**Run 1: cells coloured by class**

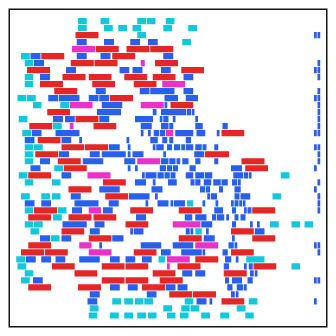
**Run 1: routed clock nets over the placement**

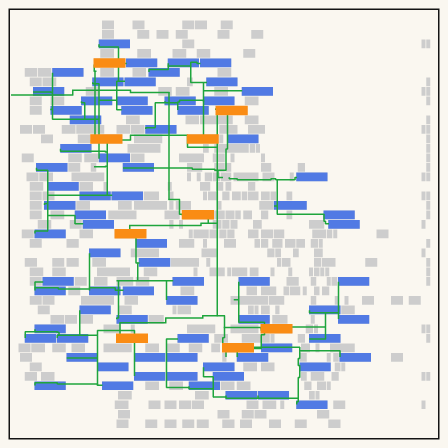
**Run 1: routed metal, one colour a layer**

Only two layers are drawn.
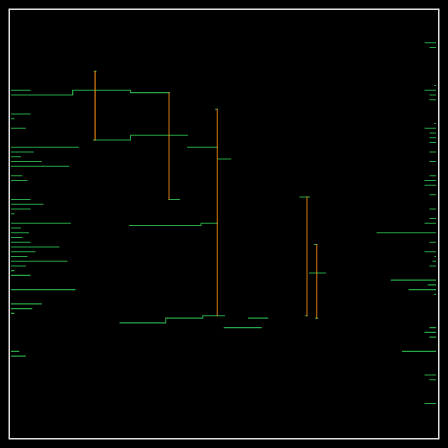
**Run 1: ports around the boundary**

Pins as bars across the die edge, other pins in grey.
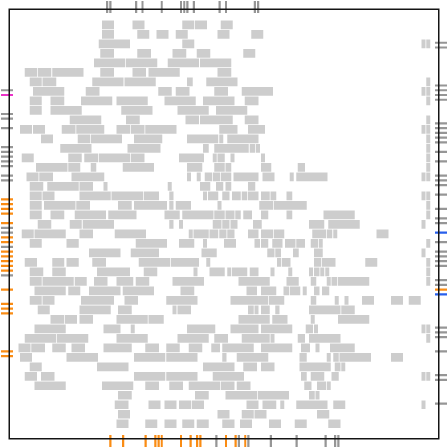
**src/rtl/slt_seq.sv**
```systemverilog
// Multi-cycle set-on-compare unit: compares two WIDTH-bit operands CHUNK bits per cycle,
// LSB chunk first, and returns a zero-extended SLT/SLTU/SEQ/SGE flag over valid/ready.
module slt_seq #(
  parameter int unsigned WIDTH = 32,
  parameter int unsigned CHUNK = 8,
  parameter int unsigned OUT_W = 32
) (
  input  logic             clk,
  input  logic             reset,
  input  logic             in_valid,
  output logic             in_ready,
  input  logic [WIDTH-1:0] a,
  input  logic [WIDTH-1:0] b,
  input  logic [1:0]       op,
  output logic             out_valid,
  input  logic             out_ready,
  output logic [OUT_W-1:0] result,
  output logic             busy
);

  localparam int unsigned N    = WIDTH / CHUNK;
  localparam int unsigned IdxW = (N > 1) ? $clog2(N) : 1;

  typedef enum logic [1:0] {StIdle, StRun, StDone} state_e;

  state_e            state_q;
  logic [WIDTH-1:0]  a_q, b_q;
  logic [1:0]        op_q;
  logic [IdxW-1:0]   idx_q;
  logic              borrow_q;
  logic              eq_q;
  logic              out_valid_q;
  logic              busy_q;
  logic [OUT_W-1:0]  result_q;

  logic [WIDTH-1:0]  a_sh, b_sh;
  logic [CHUNK-1:0]  ca, cb;
  logic [CHUNK:0]    d;
  logic              last;
  logic              eq_nxt;
  logic              ovf, lts, ltu;
  logic              flag;

  always_comb begin
    a_sh   = a_q >> (idx_q * CHUNK);
    b_sh   = b_q >> (idx_q * CHUNK);
    ca     = a_sh[CHUNK-1:0];
    cb     = b_sh[CHUNK-1:0];
    d      = {1'b0, ca} - {1'b0, cb} - {{CHUNK{1'b0}}, borrow_q};
    last   = (idx_q == IdxW'(N - 1));
    // Chunks are equal exactly when the low CHUNK bits of d equal -borrow.
    eq_nxt = eq_q & (d[CHUNK-1:0] == {CHUNK{borrow_q}});
    ltu    = d[CHUNK];
    ovf    = (a_q[WIDTH-1] ^ b_q[WIDTH-1]) & (a_q[WIDTH-1] ^ d[CHUNK-1]);
    lts    = d[CHUNK-1] ^ ovf;
  end

  always_comb begin
    flag = 1'b0;
    unique case (op_q)
      2'b00:   flag = lts;
      2'b01:   flag = ltu;
      2'b10:   flag = eq_nxt;
      2'b11:   flag = ~lts;
      default: flag = 1'b0;
    endcase
  end

  always_ff @(posedge clk or posedge reset) begin
    if (reset) begin
      state_q     <= StIdle;
      a_q         <= '0;
      b_q         <= '0;
      op_q        <= '0;
      idx_q       <= '0;
      borrow_q    <= 1'b0;
      eq_q        <= 1'b1;
      out_valid_q <= 1'b0;
      busy_q      <= 1'b0;
      result_q    <= '0;
    end else begin
      unique case (state_q)
        StIdle: begin
          if (in_valid) begin
            a_q      <= a;
            b_q      <= b;
            op_q     <= op;
            idx_q    <= '0;
            borrow_q <= 1'b0;
            eq_q     <= 1'b1;
            busy_q   <= 1'b1;
            state_q  <= StRun;
          end
        end
        StRun: begin
          borrow_q <= d[CHUNK];
          eq_q     <= eq_nxt;
          idx_q    <= idx_q + IdxW'(1);
          if (last) begin
            result_q    <= OUT_W'(flag);
            out_valid_q <= 1'b1;
            state_q     <= StDone;
          end
        end
        StDone: begin
          if (out_ready) begin
            out_valid_q <= 1'b0;
            busy_q      <= 1'b0;
            state_q     <= StIdle;
          end
        end
        default: state_q <= StIdle;
      endcase
    end
  end

  assign in_ready  = (state_q == StIdle);
  assign out_valid = out_valid_q;
  assign busy      = busy_q;
  assign result    = result_q;

endmodule

```
**config.mk**
```make
export PLATFORM = sky130hd
export DESIGN_NAME = slt_seq
export DESIGN_NICKNAME = d
export VERILOG_FILES = /design/src/rtl/slt_seq.sv
export SDC_FILE = /design/constraint.sdc
export NUM_CORES = 1
export LEC_CHECK = 0
export CORE_MARGIN = 2
export CORE_UTILIZATION = 30
export DETAILED_ROUTE_END_ITERATION = 12
export PLACE_DENSITY = 0.51
export SYNTH_ARGS = -nofsm -noshare
export SYNTH_HDL_FRONTEND = slang
export SYNTH_SLANG_ARGS = --single-unit
```
**constraint.sdc**
```tcl
create_clock -name clk -period 4.85 [get_ports clk]
set_input_delay 0.97 -clock clk [delete_from_list [all_inputs] [get_ports clk]]
set_output_delay 0.97 -clock clk [all_outputs]
set_load 0.05 [all_outputs]
```
==> results.cfg, run 1 <==
; yosys + openroad results
[outcome]
status = complete, no violations

[route]
wl_per_cell_um = 14.63
drtIter0Drc = 90

[timing]
setup_viol = 0
tns_ps = 0
final.min_clock_period_ps = 4071
fin_hold_ws_ps = 497.8

[yosys]
synth_cells = 342
synthTopCellsByArea = dfrtp_1 44%, mux2_2 17%, buf_4 5.5%, mux4_2 4.8%, ha_1 3.9%
edf_count = 0
ys_types = 54
ys.flops = 75
top_area_share_pct = 43.88
syn_area_um2 = 4220

[finish]
post-route-util_pct = 38.69
layout_top_cell = dfrtp_1
design_area_um2 = 5350

[place]
placed_area_um2 = 5045
hpwlAfterDp_mm = 6.599
gp_congestion = 0.7983

[worst_setup_path]
worstPathCellList = mux4_2 > ha_1 > inv_1 > ha_1 > a21o_1 > a32o_1 > a21o_1 > a311o_1 > or4_4 > a211oi_2 > o221a_1
crit_arrival_ps = 4350
crit_path_end_kind = register
r2r_cells = 11
slowest_delay_ps = 830

[global_route]
grt_max_degree = 55
grt_util_all_layers_pct = 12.71
gr-total-overflow = 0
grt_first_pass_wirelength_mm = 14.50

[cts]
clock_sinks = 75
ctsResizeCount = 0
cts_buffer_depth = 2
cts_tree = built
cts_buffers = 9

[die]
die-area_um2 = 15030
rows = 43
ios = 105

[flow_run]
cap_viol_max_count = 0
## Picture notes: 'cells coloured by class'
magenta -> clock drivers and dummy loads  # cells 16
cyan -> other buffers and delay cells  # cells 77
red -> flip-flops  # cells 75
blue -> all other logic  # cells 252

## Picture notes: 'routed clock nets over the placement'
green -> clock wires  # length 1070 um
blue -> flip-flops  # count 75
orange -> cells driving clock nets  # count 9
routed clock nets = 10

## Picture notes: 'routed metal, one colour a layer'
green -> met3  # wire length 498 um
orange -> met4  # wire length 165 um

## Picture notes: 'ports around the boundary'
magenta -> clk  # pins 1, direction input, edge west
blue -> op  # pins 2, direction input, edge east
orange -> b  # pins 32, direction input, edge 18 west, 13 south, 1 east

run 1: final cells by class:
cell class,count,area share [%]
well taps,180,4.210
repair buffers,77,14.45
multi-input cells,225,38.63
flip-flops and latches,75,35.10
clock inverters,4,0.9121
inverters,27,1.894
clock buffers,12,4.794
run 1: path summary, 6_finish.rpt:
check / from / endpoint / slack (ps)
max: idx_q[1] / result[0] / 780
min: b_q[16] / b_q[16] / 500
max in group asynchronous: reset / a_q[9] / 2780
min reg2reg: b_q[16] / b_q[16] / 500
min in group asynchronous: reset / b_q[5] / 990
max reg2reg: idx_q[1] / result[0] / 780
**Run 1: routing congestion**

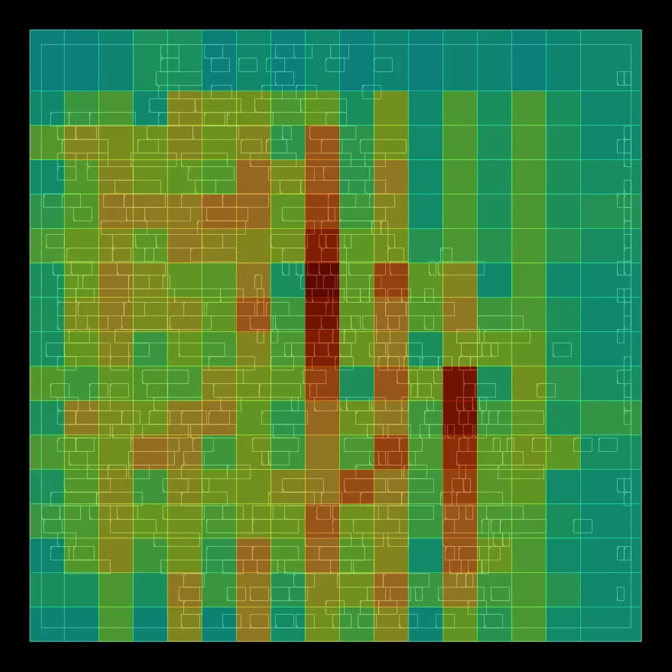

--- run 2 (diff from run 1) ---
- clock period: 4.85 -> 3.8 ns (I/O delays scaled with it)
**Run 2: routing congestion**

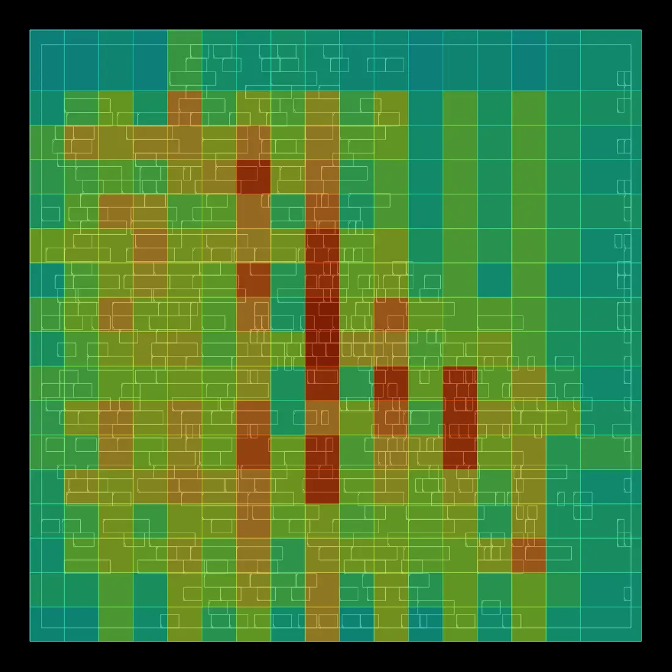
met2 GRT Util: 19.86%
gr usage total: 12.67%
routing usage on met1: 16.61%
Final Core Density: 40.30%
WL/cell: 14.52 um

**Run 2: routed clock nets over the placement**

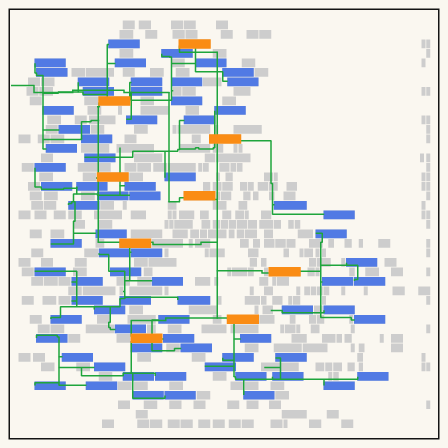
blue -> flip-flops  # count 75
green -> clock wires  # length 1090 um
orange -> cells driving clock nets  # count 9
flops lie = widely spread
routed clock nets = 10

==> run 2 against run 1 <==
Net effect:
- global-route usage barely moved
- via count rose by 0.79%
- fmax rose by 11%
- sequential share of layout area fell by 1.4 points
- non-clock buffer count rose by 17
- flip-flop count did not move
- worst setup slack got worse by 650 ps
- critical endpoint unchanged
- largest cell class unchanged
==> results.cfg, run 2 <==
; yosys + openroad results
[outcome]
status = complete, no violations

[route]
drtIter0Drc = 105

[worst_setup_path]
critical_path_required_ps = 4080
crit_path_start = idx_q[0]
rr_endpoint = result[0]
slowest_delay_ps = 500
cpMaxStageDelayCell = mux4_2
crit_end = result[0]
r2r_cells = 13
rrSetupSlack_ps = 130
crit_path_end_kind = register
crit_arrival_ps = 3950
worstPathCellList = clkbuf_16 > mux4_2 > inv_1 > ha_4 > inv_1 > ha_2 > and2_1 > a32o_2 > a21o_1 > a311o_1 > or4_4 > a211oi_2 > o221a_1
timing.rr.start = idx_q[0]

[timing]
fin_hold_ws_ps = 502.3
final.min_clock_period_ps = 3675
slew_headroom_pct = 60.68
setup_viol = 0
drv_slew = 0
tns_ps = 0

[die]
die.size.x_um = 122.6
rows = 43
taps = 180
die-area_um2 = 15030
core_um2 = 13830
ios = 105

[finish]
clkbuf_count = 11
n_all_inverters = 27
sh_seq_area_pct = 33.72
nonClkBufAreaFrac_pct = 16.93
design_area_um2 = 5573
largest_cell_class = combinational gates
non_clock_buffer_count = 94
num-multi-input-gates = 225
seqCellArea_um2 = 1879
biggestRegsByFlops = a_q (32), b_q (32)
comb_share_pct = 37.61
seq_cells = 75
clk_share_pct = 5.882

[cts]
cts_tree = built
clockRootBuffer = clkbuf_16
clock_sinks = 75
cts_buffer_depth = 2
cts_buffers = 9
clock.latency.late_pin_ps = 340

[place]
place_inst = 591
placed_area_um2 = 5122
gp_congestion = 0.8315
pre_cts_slack_ps = 55.26
hpwlAfterDp_mm = 6.437

[hold_path]
min_to = b_q[9]
min_from = b_q[9]

[yosys]
synth_cells = 342
synthTopCellsByArea = dfrtp_1 44%, mux2_2 17%, buf_4 5.5%, mux4_2 4.8%, ha_1 3.9%
top_area_cell = dfrtp_1
syn_area_um2 = 4220
ys.flops = 75
top_area_share_pct = 43.88
syn_avg_cell_area_um2 = 12.34
ys_sh_aoi_pct = 7.086
ys_types = 54
simple_gate_share_pct = 6.374
edf_count = 0

[flow_run]
cap_viol_max_count = 0

[global_route]
grt_first_pass_wirelength_mm = 14.52
first_global_vias = 2892
gr-total-overflow = 0
grt_max_degree = 76
-- run 2: cell count changes in the layout (fill, tap and decap cells not counted), sizes merged --
| cell | previous run | this run |
|---|---|---|
| buf | 4 | 20 |
| bufinv | 1 | 2 |
| clkinv | 3 | 1 |
| clkinvlp | 0 | 1 |
| inv | 27 | 28 |
-- run 2: what timing repair did --
item | CTS | global route
endpoints found under the hold margin | 0 | 0
hold buffers | 0 | 0
gates resized | 0 | 12
setup buffers | 0 | 9
endpoints found under the setup margin | 0 | 1
-- run 2: layer usage --
layer	up-vias	global-route usage, %
met5	-	0
met4	0	4.957
met3	13	3.532
met2	96	19.86
met1	1359	16.61
li1	1335	-
**Run 2: ports around the boundary**

Pins as bars across the die edge, other pins in grey.
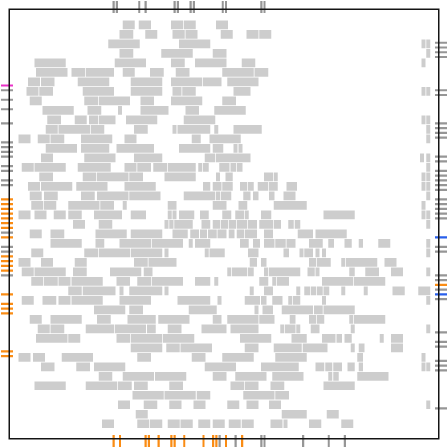

--- run 3 (diff from run 2) ---
- clock period: 3.8 -> 3.55 ns (I/O delays scaled with it)
**Run 3: ports around the boundary**

Pins as bars across the die edge, other pins in grey.
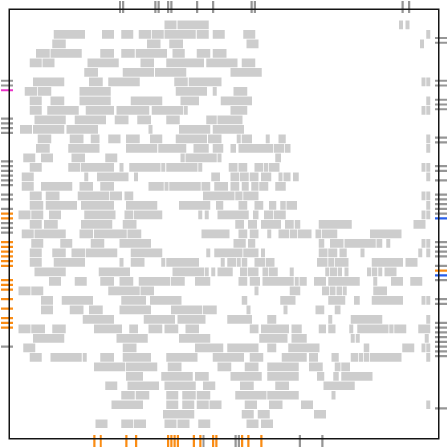
blue -> op  # pins 2, direction input, edge east
magenta -> clk  # pins 1, direction input, edge west
orange -> b  # pins 32, direction input, edge 16 west, 15 south, 1 east
all pins by edge = 37 east, 36 west, 20 south, 12 north

**Run 3: routing congestion**

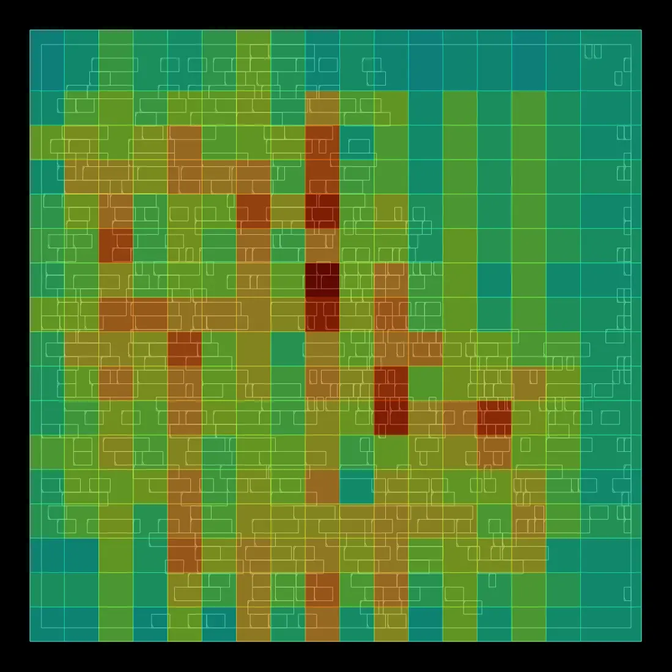
routing usage on met1: 17.54%
Final Core Density: 40.95%
gr usage total: 13.78%
grt met3 use: 4.786%
WL/cell: 15.20 um

==> run 3 against run 2 <==
Net effect:
- the run now ends with negative setup slack left
- clock skew fell by 0.52 ps
- global-route usage rose by 1.1 points
- via count rose by 1.6%
- synthesized cell count did not move
- cell area rose by 1.6%
- critical endpoint unchanged
- largest cell class unchanged
==> results.cfg, run 3 <==
; yosys + openroad results
[cts]
clockRootBuffer = clkbuf_16
clock_sinks = 75
cts_tree = built
cts_buffers = 9
clock.latency.late_pin_ps = 350
htreeDepth = 3
cts_buffer_depth = 2
hold_buffers = 0

[die]
die.size.x_um = 122.6
die-area_um2 = 15030
taps = 180
rows = 43
ios = 105
core_um2 = 13830

[route]
drt_first_pass_iters = 4
vias = 2848
drtIter0Drc = 126

[yosys]
synthTopCellsByArea = dfrtp_1 44%, mux2_2 17%, buf_4 5.5%, mux4_2 4.8%, ha_1 3.9%
synth_cells = 342
ys.flops = 75
top_area_share_pct = 43.88
simple_gate_share_pct = 6.374
ys_types = 54
syn_avg_cell_area_um2 = 12.34
top_area_cell = dfrtp_1
synth.most_common_cell = dfrtp_1
ys_sh_aoi_pct = 7.086
syn_area_um2 = 4220
edf_count = 0

[finish]
comb_share_pct = 38.34
biggestRegsByFlops = a_q (32), b_q (32)
clk_share_pct = 5.414
seqCellArea_um2 = 1878
sh_seq_area_pct = 33.17
num-multi-input-gates = 225
non_clock_buffer_count = 99
clkbuf_count = 13
design_area_um2 = 5662
fin_nets = 522
nonClkBufAreaFrac_pct = 17.30
n_all_inverters = 27
seq_cells = 75
layout_top_cell = dfrtp_1
largest_cell_class = combinational gates

[timing]
fin_hold_ws_ps = 499.3
fmax_mhz = 280.5
tns_ps = -15.48
setup_viol = 1
fin_skew_ps = 6.438
worst_slack_ps = -15.48
drv_slew = 0
slew_headroom_pct = 59.31
final.min_clock_period_ps = 3565

[worst_setup_path]
slowest_delay_ps = 550
cp_max_fo = 12
cpMaxStageDelayCell = mux4_2
worstPathCellList = buf_12 > mux4_2 > ha_1 > inv_1 > ha_4 > and2_4 > a32o_2 > a21o_1 > a311o_1 > or4_4 > a211oi_2 > o221a_1
crit_path_end_kind = register
critical_path_required_ps = 3840
crit_arrival_ps = 3850
crit_type = reg -> reg
r2r_cells = 12

[global_route]
gr-total-overflow = 0
busiest_layer = met2
use_met2_pct = 21.18
grt_max_degree = 50
first_global_vias = 2912
grt_first_pass_wirelength_mm = 15.33

[outcome]
status = finished with violations
violations = negative setup slack

[place]
pre_cts_slack_ps = -71.45
placed_area_um2 = 5301
place_inst = 606
gp_congestion = 0.8400
hpwlAfterDp_mm = 7.138

[flow_run]
cap_viol_max_count = 0
[run 3: cell types whose count changed in the layout (fill, tap and decap cells not counted), moves of 2 or more]
| cell | delta |
|---|---|
| buf_4 | +4 |
| ha_1 | -3 |
| ha_4 | +4 |
| mux4_1 | +2 |
| mux4_2 | -2 |
[run 3: path summary, 6_finish.rpt]
kind | startpoint | endpoint | slack [ps]
setup / recovery | idx_q[0] | result[0] | -20
hold / removal | a_q[19] | a_q[19] | 500
setup reg to reg | idx_q[0] | result[0] | -20
hold reg to reg | a_q[19] | a_q[19] | 500
max in group asynchronous | reset | a_q[4] | 2100
min in group asynchronous | reset | b_q[30] | 780
[run 3: repair_timing]
action                     in CTS  in global routing
setup buffers                   0                  0
resized                         6                  5
setup endpoints to repair       1                  1
pin swaps                       0                  1
